File: src/rtl/button_reader_pkg.sv
// Shared bit positions for the button status word and the CPU clear word.
// The CPU address map uses these same constants.
package button_reader_pkg;

    localparam int ST_LEVEL    = 0;
    localparam int ST_PRESS    = 1;
    localparam int ST_RELEASE  = 2;
    localparam int ST_CNT_LSB  = 8;
    localparam int ST_CNT_W    = 8;

    localparam int CLR_PRESS   = 1;
    localparam int CLR_RELEASE = 2;
    localparam int CLR_COUNT   = 3;

    function automatic logic [15:0] pack_status(input logic level, input logic press,
                                                input logic rel, input logic [7:0] cnt);
        logic [15:0] s;
        s = '0;
        s[ST_LEVEL]                 = level;
        s[ST_PRESS]                 = press;
        s[ST_RELEASE]               = rel;
        s[ST_CNT_LSB +: ST_CNT_W]   = cnt;
        return s;
    endfunction

endpackage

File: src/rtl/button_reader_debounce_filter.sv
// Two-flop synchroniser followed by a run-length debouncer; emits one-cycle
// rise/fall strobes on the same edge the debounced level changes.
module debounce_filter #(
    parameter int unsigned DEBOUNCE_CYCLES = 50000,
    parameter int unsigned CNT_W           = 16
) (
    input  logic clk,
    input  logic rst_n,
    input  logic raw,
    output logic level,
    output logic rise,
    output logic fall
);

    logic             sync1;
    logic             sync2;
    logic             stable;
    logic [CNT_W-1:0] cnt;
    logic             accept;

    assign accept = (sync2 != stable) && (cnt == CNT_W'(DEBOUNCE_CYCLES - 1));

    // NOTE: reset is synchronous (sampled at the clock edge) and all state uses <=.
    always_ff @(posedge clk) begin
        if (!rst_n) begin
            sync1  <= 1'b0;
            sync2  <= 1'b0;
            stable <= 1'b0;
            cnt    <= '0;
        end else begin
            sync1 <= raw;
            sync2 <= sync1;
            // Any return to the stable level discards accumulated progress.
            if (sync2 == stable) begin
                cnt <= '0;
            end else if (accept) begin
                stable <= sync2;
                cnt    <= '0;
            end else begin
                cnt <= cnt + 1'b1;
            end
        end
    end

    assign level = stable;
    assign rise  = accept &  sync2;
    assign fall  = accept & ~sync2;

endmodule

File: src/rtl/button_reader.sv
// Memory-mapped push-button reader: debounced level, sticky press/release
// flags and an 8-bit press counter, cleared by CPU writes.
module button_reader
    import button_reader_pkg::*;
#(
    parameter int unsigned DEBOUNCE_CYCLES = 50000,
    parameter int unsigned CNT_W           = 16
) (
    input  logic        clk,
    input  logic        rst_n,
    input  logic        btn,
    input  logic        load,
    input  logic [15:0] in,
    output logic [15:0] out
);

    logic       level;
    logic       rise;
    logic       fall;
    logic       press_flag;
    logic       rel_flag;
    logic [7:0] press_cnt;
    logic       clr_press;
    logic       clr_release;
    logic       clr_count;
    logic       unused_in;

    debounce_filter #(
        .DEBOUNCE_CYCLES (DEBOUNCE_CYCLES),
        .CNT_W           (CNT_W)
    ) u_filter (
        .clk   (clk),
        .rst_n (rst_n),
        .raw   (btn),
        .level (level),
        .rise  (rise),
        .fall  (fall)
    );

    assign clr_press   = load & in[CLR_PRESS];
    assign clr_release = load & in[CLR_RELEASE];
    assign clr_count   = load & in[CLR_COUNT];
    assign unused_in   = ^{in[15:4], in[0]};

    // An event arriving in the same cycle as a clear takes priority.
    always_ff @(posedge clk) begin
        if (!rst_n) begin
            press_flag <= 1'b0;
            rel_flag   <= 1'b0;
            press_cnt  <= '0;
        end else begin
            press_flag <= rise | (press_flag & ~clr_press);
            rel_flag   <= fall | (rel_flag   & ~clr_release);
            if (clr_count) begin
                press_cnt <= rise ? 8'd1 : 8'd0;
            end else if (rise) begin
                press_cnt <= press_cnt + 8'd1;
            end
        end
    end

    always_comb begin
        out = pack_status(level, press_flag, rel_flag, press_cnt);
    end

endmodule

File: config.mk
export PLATFORM = sky130hd
export DESIGN_NAME = button_reader
export DESIGN_NICKNAME = d
export VERILOG_FILES = /design/src/rtl/button_reader_pkg.sv /design/src/rtl/button_reader_debounce_filter.sv /design/src/rtl/button_reader.sv
export SDC_FILE = /design/constraint.sdc
export NUM_CORES = 1
export LEC_CHECK = 0
export CAP_MARGIN = 25
export CORE_ASPECT_RATIO = 0.9
export CORE_MARGIN = 10
export CORE_UTILIZATION = 50
export CTS_CLUSTER_SIZE = 10
export DETAILED_ROUTE_END_ITERATION = 7
export GPL_TIMING_DRIVEN = 1
export MAX_ROUTING_LAYER = met4
export PLACE_DENSITY = 0.82
export REMOVE_ABC_BUFFERS = 1
export SYNTH_ARGS = -nofsm -noshare
export SYNTH_HDL_FRONTEND = slang
export SYNTH_SLANG_ARGS = --single-unit
File: constraint.sdc
create_clock -name clk -period 3.68 [get_ports clk]
set_clock_uncertainty 0.05 [all_clocks]
set_input_delay 0.552 -clock clk [delete_from_list [all_inputs] [get_ports clk]]
set_output_delay 0.552 -clock clk [all_outputs]
set_load 0.1 [all_outputs]
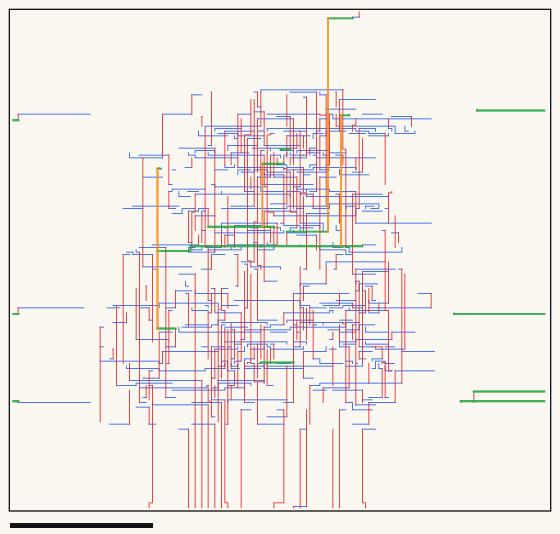
Figure 1: routed metal, one color a layer.
Bar = 20 µm.
[blue] met1 | wire length: 1200 µm
[orange] met4 | wire length: 79.6 µm
[red] met2 | wire length: 1330 µm
[green] met3 | wire length: 107 µm

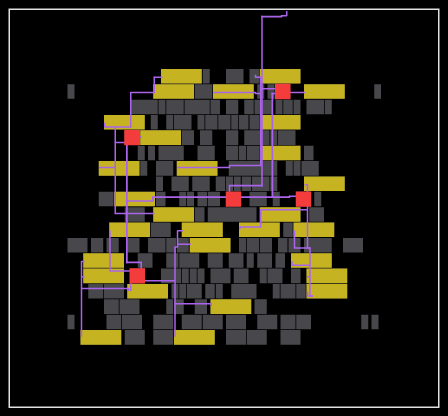
Figure 2: clock wires, drivers and flops.
[red] cells driving clock nets | count: 5
[purple] clock wires | length: 341 µm
[yellow] flip-flops | count: 29
routed clock nets: 6

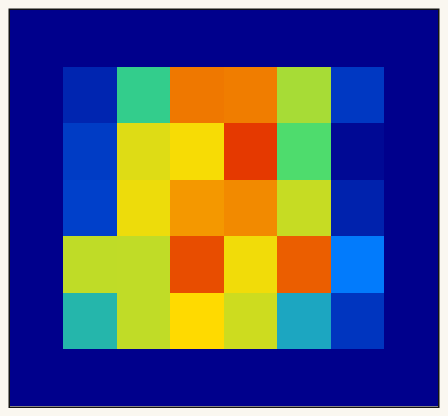
Figure 3: cell density map.
8 x 7 tiles, from dark blue (low) to red (high), 0 to 100% covered.
densest ninth of the die: middle
fullest tile: 94%
tiles over 75% full: 14%
mean over tiles: 29%
nearly empty tiles: 48%

==> results.tsv <==
stage	metric	value	unit
outcome	status	finished clean	
timing	FMAX	390	MHz
setup_path	crit path DRT	3.08	ns
synth	FF+latch count, synth	29	
timing	RSZ-0062 raised after global routing	false	
place	pre-CTS setup slack	1.47	ns
synth	post-synth cell types	32	
finish	most used logic cell in the final layout	dfxtp_1	
cts	TritonCTS clock tree	done	
setup_path	CP startpoint kind	flop	
route	DR vias/cell	5.15	
floorplan	row cnt	18	
cts	Post-CTS Setup Inserts	0	
finish	Antenna Cells	0	
timing	Setup WS post-layout	1.12	ns
setup_path	WS Path Type	flop to primary output	
setup_path	Critical-path top delay cell	clkdlybuf4s50_1	
setup_path	Worst path depth	1	
worst_hold_path	Hold WC Path Type	flop to flop	
route	routed wire length per instance	12.8	µm
route	Antenna Nets Post-Route	0	
global_route	antenna violations before repair	0	
timing	actual slew at the worst max-slew pin	0.994	ns
synth	cells in synth_stat.txt	156	
power_and_ir_drop	P_leak	0.526	nW
finish	Final #Nets	194	
timing	Fin Setup TNS	0	ns
cts	H-tree depth	2	
flow_run	# Max-Cap Violations	0	
setup_path	crit path DAT	1.96	ns
flow_run	tool warnings	38	
timing	Final Hold Violation Tally	0	
synth	post-synthesis instance total	156	
power_and_ir_drop	Comb power frac	6.5	%
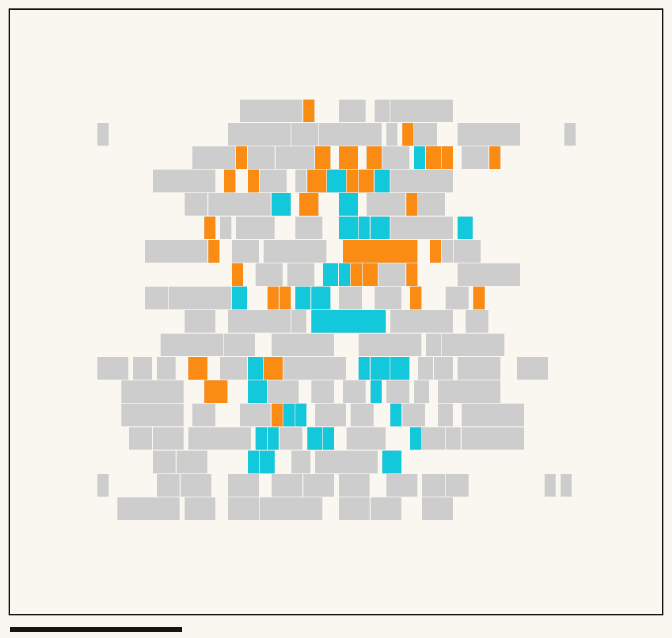
Figure 4: gate-type map.
Bar = 20 µm.
[cyan] NAND gates | cells: 32
[orange] NOR gates | cells: 32

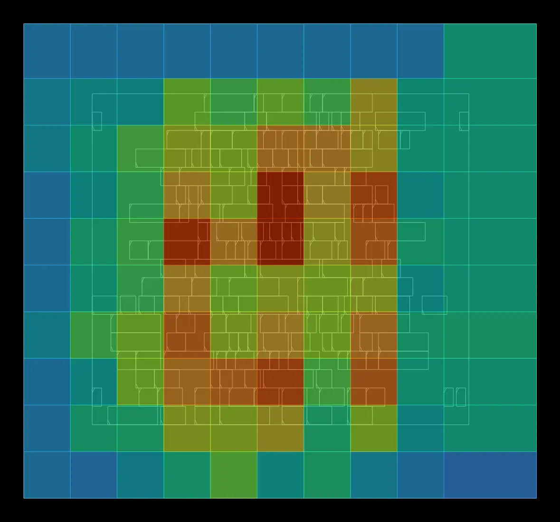
Figure 5: congestion heat map.
busiest grt layer: met2
met1 GRT Util: 13.0%
met2 Use GR: 18.4%
GRT Total Usage: 11.6%

[registers in the layout (all words and copies together) (netlist names)]
register / count
rel_flag: 1
u_filter.level: 1
u_filter.cnt: 16
press_flag: 1
u_filter.sync1: 1
press_cnt: 8
u_filter.sync2: 1
[kinds of logic after synthesis]
| group | count (synthesis) | synth area share [%] |
|---|---|---|
| other cells | 1 | 0.268 |
| fa+ha+maj | 2 | 1.79 |
| mux | 3 | 2.14 |
| compound gates | 15 | 6.97 |
| flops | 29 | 41.5 |
| simple gates | 75 | 30.4 |
| xor+xnor | 15 | 9.38 |
| buf+inv | 16 | 7.60 |
[stage by stage]
step / util, % / cell area, µm²
floorplan: - / 1320
CTS: 59.2 / 1610
global placement: 56.7 / 1540
global route: 59.2 / 1610
finish: 59.2 / 1610
detailed placement: 56.7 / 1540
[per-layer routing]
layer / vias to the layer above / track usage [%] / wire length (µm)
met4: 0 / 6.80 / 79
met1: 495 / 13.0 / 1200
met5: - / - / 0
met2: 21 / 18.4 / 1330
met3: 9 / 2.54 / 106
li1: 572 / - / -
[final cells by class]
class / count / area [µm²]
Timing Repair Buffer: 17 / 170
Fill cell: 234 / 1110
Inverter: 4 / 15.0
Clock buffer: 7 / 65.1
Sequential cell: 29 / 581
Multi-Input combinational cell: 115 / 728
Tap cell: 40 / 50.0
Clock inverter: 1 / 5.00
[worst paths after layout]
check,startpoint,endpoint,slack [ns]
setup / recovery,press_cnt[0],out[8],1.12
hold / removal,u_filter.sync1,u_filter.sync2,0.39
setup reg to reg,u_filter.cnt[0],u_filter.cnt[11],1.70
hold reg to reg,u_filter.sync1,u_filter.sync2,0.39
[synth_stat cells]
library cell,number,area [µm²]
xnor2_1,12,105
clkbuf_1,1,3.75
dfxtp_1,29,581
o31ai_1,4,30.0
o21a_1,2,15.0
conb_1,1,3.75
and4bb_1,2,25.0
buf_6,2,22.5
or3_1,1,6.26
nor2b_1,2,12.5
or4_1,5,37.5
nand3_1,8,40.0
o21ai_0,1,5.00
nor3_1,5,25.0
nand2b_1,1,6.26
ha_1,2,25.0
nor3b_1,1,7.51
nand4_1,9,56.3
a21boi_0,2,15.0
nor4_1,3,18.8
buf_4,8,60.1
nor4b_4,1,23.8
and2_1,3,18.8
xor2_1,3,26.3
inv_1,4,15.0
mux2i_1,3,30.0
nand4b_4,1,23.8
nor2_1,20,75.1
buf_2,1,5.00
o211ai_1,1,7.51
nand2_1,13,48.8
a21oi_1,5,25.0
[power by group through the flow]
stage / Sequential [mW] / Combinational [mW] / Clock [mW]
2_1_floorplan: 0.323 / 0.0277 / 0
3_3_place_gp: 0.323 / 0.0363 / 0
3_5_place_dp: 0.323 / 0.0369 / 0
4_1_cts: 0.316 / 0.0370 / 0.225
5_1_grt: 0.316 / 0.0391 / 0.237
6_report: 0.316 / 0.0371 / 0.217
Power and IR drop assume default switching activity.
